[src/rtl/csr_trap_unit.sv]
// csr_trap_unit: machine-mode CSR file and trap sequencer beside the execute stage.
// Latency: CSR result registered one cycle after accept; trap redirect two cycles after the event, MRET one.
// Backpressure: req_ready low while an event is pending or a trap is in flight; redirect held until redirect_ready.
// Ports: req_* = CSR/SYSTEM instruction in, wr_* = register-file writeback out,
//        exception_* / irq = trap sources, redirect_* = new PC + flush to fetch.
module csr_trap_unit #(
  parameter int              XLEN        = 32,
  parameter int              NUM_IRQ     = 4,
  parameter logic [XLEN-1:0] RESET_MTVEC = '0,
  parameter int              CAUSE_W     = 4
) (
  input  logic               clk,
  input  logic               reset_n,
  input  logic               req_valid,
  output logic               req_ready,
  input  logic [4:0]         opcode,
  input  logic [2:0]         funct,
  input  logic [11:0]        csr_addr,
  input  logic [4:0]         rs1_addr,
  input  logic [XLEN-1:0]    rs1_data,
  input  logic [4:0]         rd_addr,
  input  logic [XLEN-1:0]    pc,
  input  logic               exception_valid,
  input  logic [CAUSE_W-1:0] exception,
  input  logic [XLEN-1:0]    exception_tval,
  input  logic [NUM_IRQ-1:0] irq,
  output logic [4:0]         wr_addr,
  output logic [XLEN-1:0]    wr_data,
  output logic               wr_enable,
  output logic               redirect_valid,
  input  logic               redirect_ready,
  output logic [XLEN-1:0]    redirect_pc
);

  localparam logic [4:0] OP_SYSTEM = 5'b11100;

  typedef enum logic [1:0] {IDLE, TRAP_WR, REDIRECT} state_t;
  state_t state, state_next;

  // Architectural state
  logic               mstatus_mie, mstatus_mpie;
  logic [NUM_IRQ-1:0] mie_irq, irq_meta, mip_irq;
  logic [XLEN-1:0]    mtvec, mepc, mcause, mtval, mscratch;
  logic [63:0]        mcycle;

  // Trap captured in IDLE, committed to the CSRs in TRAP_WR
  logic [XLEN-1:0]    trap_cause, trap_tval, trap_epc;

  logic               irq_pending;
  logic [4:0]         irq_code;
  logic               csr_hit;
  logic [XLEN-1:0]    csr_rdata, csr_src, csr_wval, trap_target;
  logic               csr_wen, is_mret, is_ecall, is_ebreak, is_csr;
  logic [3:0]         req_cause;
  logic               take_exc, take_irq, take_req;

  // Lowest-numbered enabled and pending line wins.
  always_comb begin
    irq_code = 5'd0;
    for (int i = NUM_IRQ - 1; i >= 0; i--) begin
      if (mie_irq[i] && mip_irq[i]) irq_code = 5'(16 + i);
    end
  end
  assign irq_pending = mstatus_mie && |(mie_irq & mip_irq);

  always_comb begin
    csr_hit   = 1'b1;
    csr_rdata = '0;
    case (csr_addr)
      12'h300: begin
        csr_rdata[3] = mstatus_mie;
        csr_rdata[7] = mstatus_mpie;
      end
      12'h304: csr_rdata[16 +: NUM_IRQ] = mie_irq;
      12'h305: csr_rdata = mtvec;
      12'h340: csr_rdata = mscratch;
      12'h341: csr_rdata = mepc;
      12'h342: csr_rdata = mcause;
      12'h343: csr_rdata = mtval;
      12'h344: csr_rdata[16 +: NUM_IRQ] = mip_irq;
      12'hB00: csr_rdata = mcycle[XLEN-1:0];
      12'hB80: begin
        // The upper half only exists as a separate CSR on 32-bit cores.
        if (XLEN == 32) csr_rdata = XLEN'(mcycle[63:32]);
        else            csr_hit   = 1'b0;
      end
      default: csr_hit = 1'b0;
    endcase
  end

  // Immediate forms take the zero-extended rs1 index as the operand.
  assign csr_src = funct[2] ? XLEN'(rs1_addr) : rs1_data;

  always_comb begin
    case (funct[1:0])
      2'b01:   csr_wval = csr_src;
      2'b10:   csr_wval = csr_rdata | csr_src;
      2'b11:   csr_wval = csr_rdata & ~csr_src;
      default: csr_wval = csr_rdata;
    endcase
  end

  // Set/clear with a zero source are pure reads; RW always writes.
  assign csr_wen   = (funct[1:0] == 2'b01) || (rs1_addr != 5'd0);
  assign is_ecall  = (opcode == OP_SYSTEM) && (funct == 3'b000) && (csr_addr == 12'h000);
  assign is_ebreak = (opcode == OP_SYSTEM) && (funct == 3'b000) && (csr_addr == 12'h001);
  assign is_mret   = (opcode == OP_SYSTEM) && (funct == 3'b000) && (csr_addr == 12'h302);
  assign is_csr    = (opcode == OP_SYSTEM) && (funct[1:0] != 2'b00) && csr_hit;
  assign req_cause = is_ecall ? 4'd11 : (is_ebreak ? 4'd3 : 4'd2);

  // Vectored mode offsets interrupts only; shifting left by two drops the interrupt bit.
  always_comb begin
    trap_target = {mtvec[XLEN-1:2], 2'b00};
    if (mtvec[1:0] == 2'b01 && trap_cause[XLEN-1])
      trap_target = {mtvec[XLEN-1:2], 2'b00} + {trap_cause[XLEN-3:0], 2'b00};
  end

  always_ff @(posedge clk or negedge reset_n) begin
    if (!reset_n) state <= IDLE;
    else          state <= state_next;
  end

  always_comb begin
    state_next     = state;
    req_ready      = 1'b0;
    redirect_valid = 1'b0;
    take_exc       = 1'b0;
    take_irq       = 1'b0;
    take_req       = 1'b0;
    case (state)
      IDLE: begin
        req_ready = !exception_valid && !irq_pending;
        if (exception_valid) begin
          take_exc   = 1'b1;
          state_next = TRAP_WR;
        end else if (irq_pending) begin
          take_irq   = 1'b1;
          state_next = TRAP_WR;
        end else if (req_valid) begin
          take_req = 1'b1;
          if (is_mret)      state_next = REDIRECT;
          else if (!is_csr) state_next = TRAP_WR;
        end
      end
      TRAP_WR:  state_next = REDIRECT;
      REDIRECT: begin
        redirect_valid = 1'b1;
        if (redirect_ready) state_next = IDLE;
      end
      default:  state_next = IDLE;
    endcase
  end

  always_ff @(posedge clk or negedge reset_n) begin
    if (!reset_n) begin
      mstatus_mie  <= 1'b0;
      mstatus_mpie <= 1'b0;
      mie_irq      <= '0;
      irq_meta     <= '0;
      mip_irq      <= '0;
      mtvec        <= RESET_MTVEC;
      mepc         <= '0;
      mcause       <= '0;
      mtval        <= '0;
      mscratch     <= '0;
      mcycle       <= '0;
      trap_cause   <= '0;
      trap_tval    <= '0;
      trap_epc     <= '0;
      wr_enable    <= 1'b0;
      wr_addr      <= '0;
      wr_data      <= '0;
      redirect_pc  <= '0;
    end else begin
      irq_meta  <= irq;
      mip_irq   <= irq_meta;
      mcycle    <= mcycle + 64'd1;
      wr_enable <= 1'b0;

      if (take_exc) begin
        trap_cause <= XLEN'(exception);
        trap_tval  <= exception_tval;
        trap_epc   <= pc;
      end
      if (take_irq) begin
        trap_cause <= {1'b1, (XLEN-1)'(irq_code)};
        trap_tval  <= '0;
        trap_epc   <= pc;
      end
      if (take_req) begin
        if (is_mret) begin
          mstatus_mie  <= mstatus_mpie;
          mstatus_mpie <= 1'b1;
          redirect_pc  <= mepc;
        end else if (is_csr) begin
          wr_enable <= (rd_addr != 5'd0);
          wr_addr   <= rd_addr;
          wr_data   <= csr_rdata;
          if (csr_wen) begin
            case (csr_addr)
              12'h300: begin
                mstatus_mie  <= csr_wval[3];
                mstatus_mpie <= csr_wval[7];
              end
              12'h304: mie_irq  <= csr_wval[16 +: NUM_IRQ];
              // Reserved modes 1x collapse to direct.
              12'h305: mtvec    <= {csr_wval[XLEN-1:2], 1'b0, csr_wval[1] ? 1'b0 : csr_wval[0]};
              12'h340: mscratch <= csr_wval;
              12'h341: mepc     <= csr_wval;
              12'h342: mcause   <= csr_wval;
              12'h343: mtval    <= csr_wval;
              // A write to either half suppresses that cycle's increment.
              12'hB00: mcycle   <= (XLEN == 32) ? {mcycle[63:32], csr_wval[31:0]} : 64'(csr_wval);
              12'hB80: mcycle   <= {csr_wval[31:0], mcycle[31:0]};
              default: ;  // mip is read-only
            endcase
          end
        end else begin
          trap_cause <= XLEN'(req_cause);
          trap_tval  <= '0;
          trap_epc   <= pc;
        end
      end

      if (state == TRAP_WR) begin
        mepc         <= {trap_epc[XLEN-1:1], 1'b0};
        mcause       <= trap_cause;
        mtval        <= trap_tval;
        mstatus_mpie <= mstatus_mie;
        mstatus_mie  <= 1'b0;
        redirect_pc  <= trap_target;
      end
    end
  end

endmodule
[config.mk]
export PLATFORM = sky130hd
export DESIGN_NAME = csr_trap_unit
export DESIGN_NICKNAME = d
export VERILOG_FILES = /design/src/rtl/csr_trap_unit.sv
export SDC_FILE = /design/constraint.sdc
export NUM_CORES = 1
export LEC_CHECK = 0
export ABC_CLOCK_PERIOD_IN_PS = 2900
export CORE_UTILIZATION = 53
export CTS_CLUSTER_SIZE = 10
export DETAILED_ROUTE_END_ITERATION = 16
export PLACE_DENSITY = 0.79
export SLEW_MARGIN = 15
export SYNTH_ARGS = -nofsm -noshare
export SYNTH_HDL_FRONTEND = slang
export SYNTH_SLANG_ARGS = --single-unit
[constraint.sdc]
create_clock -name clk -period 2.9 [get_ports clk]
set_clock_uncertainty 0.15 [all_clocks]
set_input_delay 0.725 -clock clk [delete_from_list [all_inputs] [get_ports clk]]
set_output_delay 0.725 -clock clk [all_outputs]
set_load 0.02 [all_outputs]
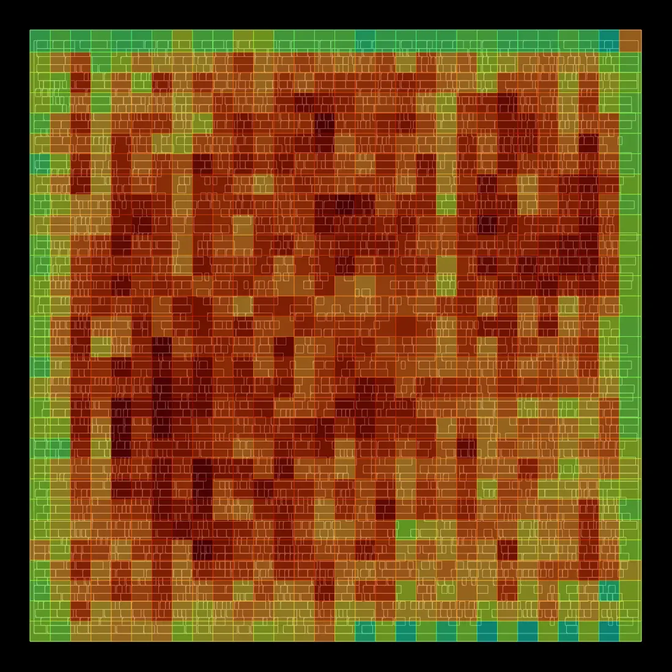
congestion.png
Wirelength per Cell: 29.4 um
GR Util met2: 70.6%
met1 capacity usage during global routing: 63.2%

==> results_tabular.tex <==
% Table of physical implementation metrics
\begin{tabular}{lr}
\hline
Metric & Value \\
\hline
\multicolumn{2}{l}{\textbf{Drt}} \\
\quad Number of nets still failing antenna checks after routing & 0 \\
\quad Total wire length after detailed routing & 105000 um \\
\quad Detailed-route via count & 24400 \\
\quad Residual DRC & 0 \\
\quad First-pass iteration count of the detailed router & 7 \\
\quad First-iteration detailed-routing DRC count & 3525 \\
\multicolumn{2}{l}{\textbf{Clock network}} \\
\quad Clock Path Buffers & 3 \\
\quad Post-CTS setup repair buffer count & a little over 50 \\
\quad Hold buffers post-CTS & 1 \\
\quad Cell resize tally after clock tree synthesis & approximately 150 \\
\quad Number of sinks driven by the clock tree & between 400 and 500 \\
\quad Insertion delay to the later sink of the worst-skew pair & around 0.63 ns \\
\quad CTS tree & built \\
\quad Clock-pin slew on the worst setup and hold paths & 0.06 ns \\
\quad Clock Tree Root & sky130\_fd\_sc\_hd\_\_clkbuf\_16 \\
\multicolumn{2}{l}{\textbf{Placed design}} \\
\quad Placement Cell Area & 28500 um\^{}2 \\
\quad Cell count after placement & 3455 \\
\multicolumn{2}{l}{\textbf{Setup path}} \\
\quad Worst-path fanout max & 3 \\
\quad Cell at the slowest stage of the critical path & sky130\_fd\_sc\_hd\_\_dfrtp\_1 \\
\quad Largest delay share family, worst path & AND-OR/OR-AND gates \\
\quad CP endpoint kind & flip-flop \\
\quad Worst-path cell chain & ha\_2, inv\_2, fa\_2, nor2b\_2, o31a\_1, o41ai\_4, buf\_4, o31a\_1, o21ai\_4, a41oi\_2, xor2\_1, buf\_4, a21oi\_2 \\
\quad Type of origin of the critical path & flip-flop \\
\multicolumn{2}{l}{\textbf{Layout}} \\
\quad Final Util & between 70\% and 80\% \\
\quad Area growth from synthesis to layout & 40.3\% \\
\quad Nets & 3216 \\
\quad Filler Cells Inserted & between 2000 and 3000 \\
\multicolumn{2}{l}{\textbf{STA}} \\
\quad RSZ-0062 raised after global routing & yes \\
\quad Fmax achieved & 313 MHz \\
\quad Smallest setup slack after layout & -0.299 ns \\
\quad Pin slew with the least headroom to its limit & 0.772 ns \\
\quad Min Hold Slack & approximately 0.21 ns \\
\quad Time the final worst path needs with I/O delays and setup & 3.20 ns \\
\quad Setup violations, final & 11 \\
\quad Final Hold Vio Count & 0 \\
\multicolumn{2}{l}{\textbf{Run status}} \\
\quad Violations in the final reports & setup timing \\
\quad Run status & complete, but fails checks \\
\multicolumn{2}{l}{\textbf{Floorplan}} \\
\quad Initial Utilization & a little over half \\
\quad Die area & 43100 um\^{}2 \\
\quad Std-Cell Rows & between 70 and 80 \\
\quad I/O pin cnt & between 200 and 250 \\
\multicolumn{2}{l}{\textbf{Synthesis}} \\
\quad Number of standard cells after synthesis & 2426 \\
\quad Distinct cells, synth & 91 \\
\quad Syn avg cell area & 9.23 um\^{}2 \\
\quad Fraction of registers with async set or reset after synthesis & 100\% \\
\multicolumn{2}{l}{\textbf{Power}} \\
\quad Power per cell area & 590 nW/um\^{}2 \\
\quad P\_leak & 14.1 nW \\
\hline
\end{tabular}
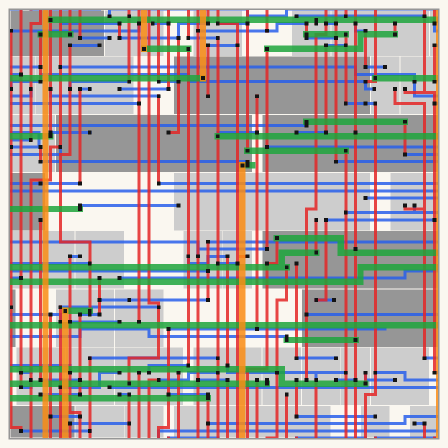
detail.png
Window x 146 to 166, y 42 to 62 um. Cells in gray, sequential cells in the stronger gray; small squares are vias.
legend:
  metal 2:
    color: red
  metal 4:
    color: orange
  metal 1:
    color: blue
  metal 3:
    color: green
netlist names of flops here include: `trap_cause` (3)
most frequent: nand2_1 (5), or3_1 (5), dfrtp_1 (5)
cells with their middle in the window: 34
sequential cells in the window: 5

## power breakdown
part	total [mW]	switching, mW	internal (mW)
Sequential	7.79	1.07	6.72
Combinational	5.34	3.06	2.28
Clock	5.42	2.41	3.02
Total	18.6	6.53	12.0
## final timing paths
check	from	end	cells past startpoint
max	trap_cause[0]	redirect_pc[24]	13
min	irq_meta[2]	mip_irq[2]	0
max reg2reg	trap_cause[0]	redirect_pc[24]	13
min reg2reg	irq_meta[2]	mip_irq[2]	0
max in group asynchronous	reset_n	mtval[23]	3
min in group asynchronous	reset_n	redirect_pc[22]	2
## cell usage after synthesis (22+ instances only)
cell type,n,area [um^2]
sky130_fd_sc_hd__o211ai_1,78,586
sky130_fd_sc_hd__xnor2_1,34,298
sky130_fd_sc_hd__mux2_2,71,800
sky130_fd_sc_hd__nor3_1,27,135
sky130_fd_sc_hd__a21oi_1,149,746
sky130_fd_sc_hd__clkbuf_1,94,353
sky130_fd_sc_hd__mux2i_1,43,430
sky130_fd_sc_hd__o21ai_1,43,215
sky130_fd_sc_hd__nand2_1,397,1490
sky130_fd_sc_hd__o21ai_0,188,941
sky130_fd_sc_hd__nor2b_1,41,257
sky130_fd_sc_hd__or3_1,22,138
sky130_fd_sc_hd__ha_1,30,375
sky130_fd_sc_hd__nand3_1,129,646
sky130_fd_sc_hd__and3_1,42,263
sky130_fd_sc_hd__buf_2,56,280
sky130_fd_sc_hd__a222oi_1,27,270
sky130_fd_sc_hd__nor2_1,80,300
sky130_fd_sc_hd__nand4_1,24,150
sky130_fd_sc_hd__a22oi_1,29,218
sky130_fd_sc_hd__and2_1,51,319
sky130_fd_sc_hd__dfrtp_1,404,10100
## routing by layer
metal / track usage, % / part of all wire [%] / vias to the layer above
li1: - / - / 10100
met1: 63.2 / 37 / 11800
met2: 70.6 / 43 / 1933
met3: 13.2 / 13 / 482
met4: 30.2 / 7.6 / 8
met5: 0 / 0.051 / -
## final cells by class
type	instances	area [um^2]	area share, %
diodes	1	2.50	0.00796
well taps	532	666	2.12
multi-input cells	1826	12200	38.8
flip-flops and latches	404	10100	32.2
clock inverters	4	71.3	0.227
repair buffers	745	7050	22.4
clock buffers	56	1250	3.98
inverters	22	82.6	0.263
## layout by cell type, fill, tap and decap left out, drive strengths merged, types with 43 or more instances in the layout
master and count:
o21ai 231, nand2 398, nor2 85, buf 535, mux2i 43, clkdlybuf4s50 191
mux2 83, nand3 129, a21oi 153, o211ai 82, clkbuf 64, and2 56
dfrtp 404
## cells by family (layout without fill, tap and decap cells)
logic type,Yosys count,after routing,share of synthesized area [%]
adders and majority gates,31,31,1.76
AOI/OAI and AO/OA,705,705,20.7
xor gates and xnor gates,48,48,1.88
DFF,404,404,45.1
muxes,126,126,6.09
buffers and inverters,197,827,4.15
other,0,1,0
and+or+nand+nor,915,916,20.3
## state kept, by name, indices dropped and copies added, names as in the netlist, 2 cells and up
register,count
mcycle,64
mcause,32
mepc,32
mscratch,32
mtval,32
redirect_pc,32
trap_cause,32
trap_tval,32
wr_data,32
mtvec,31
trap_epc,31
wr_addr,5
irq_meta,4
mie_irq,4
mip_irq,4
state,2
Power is estimated from default activity; no workload was simulated.
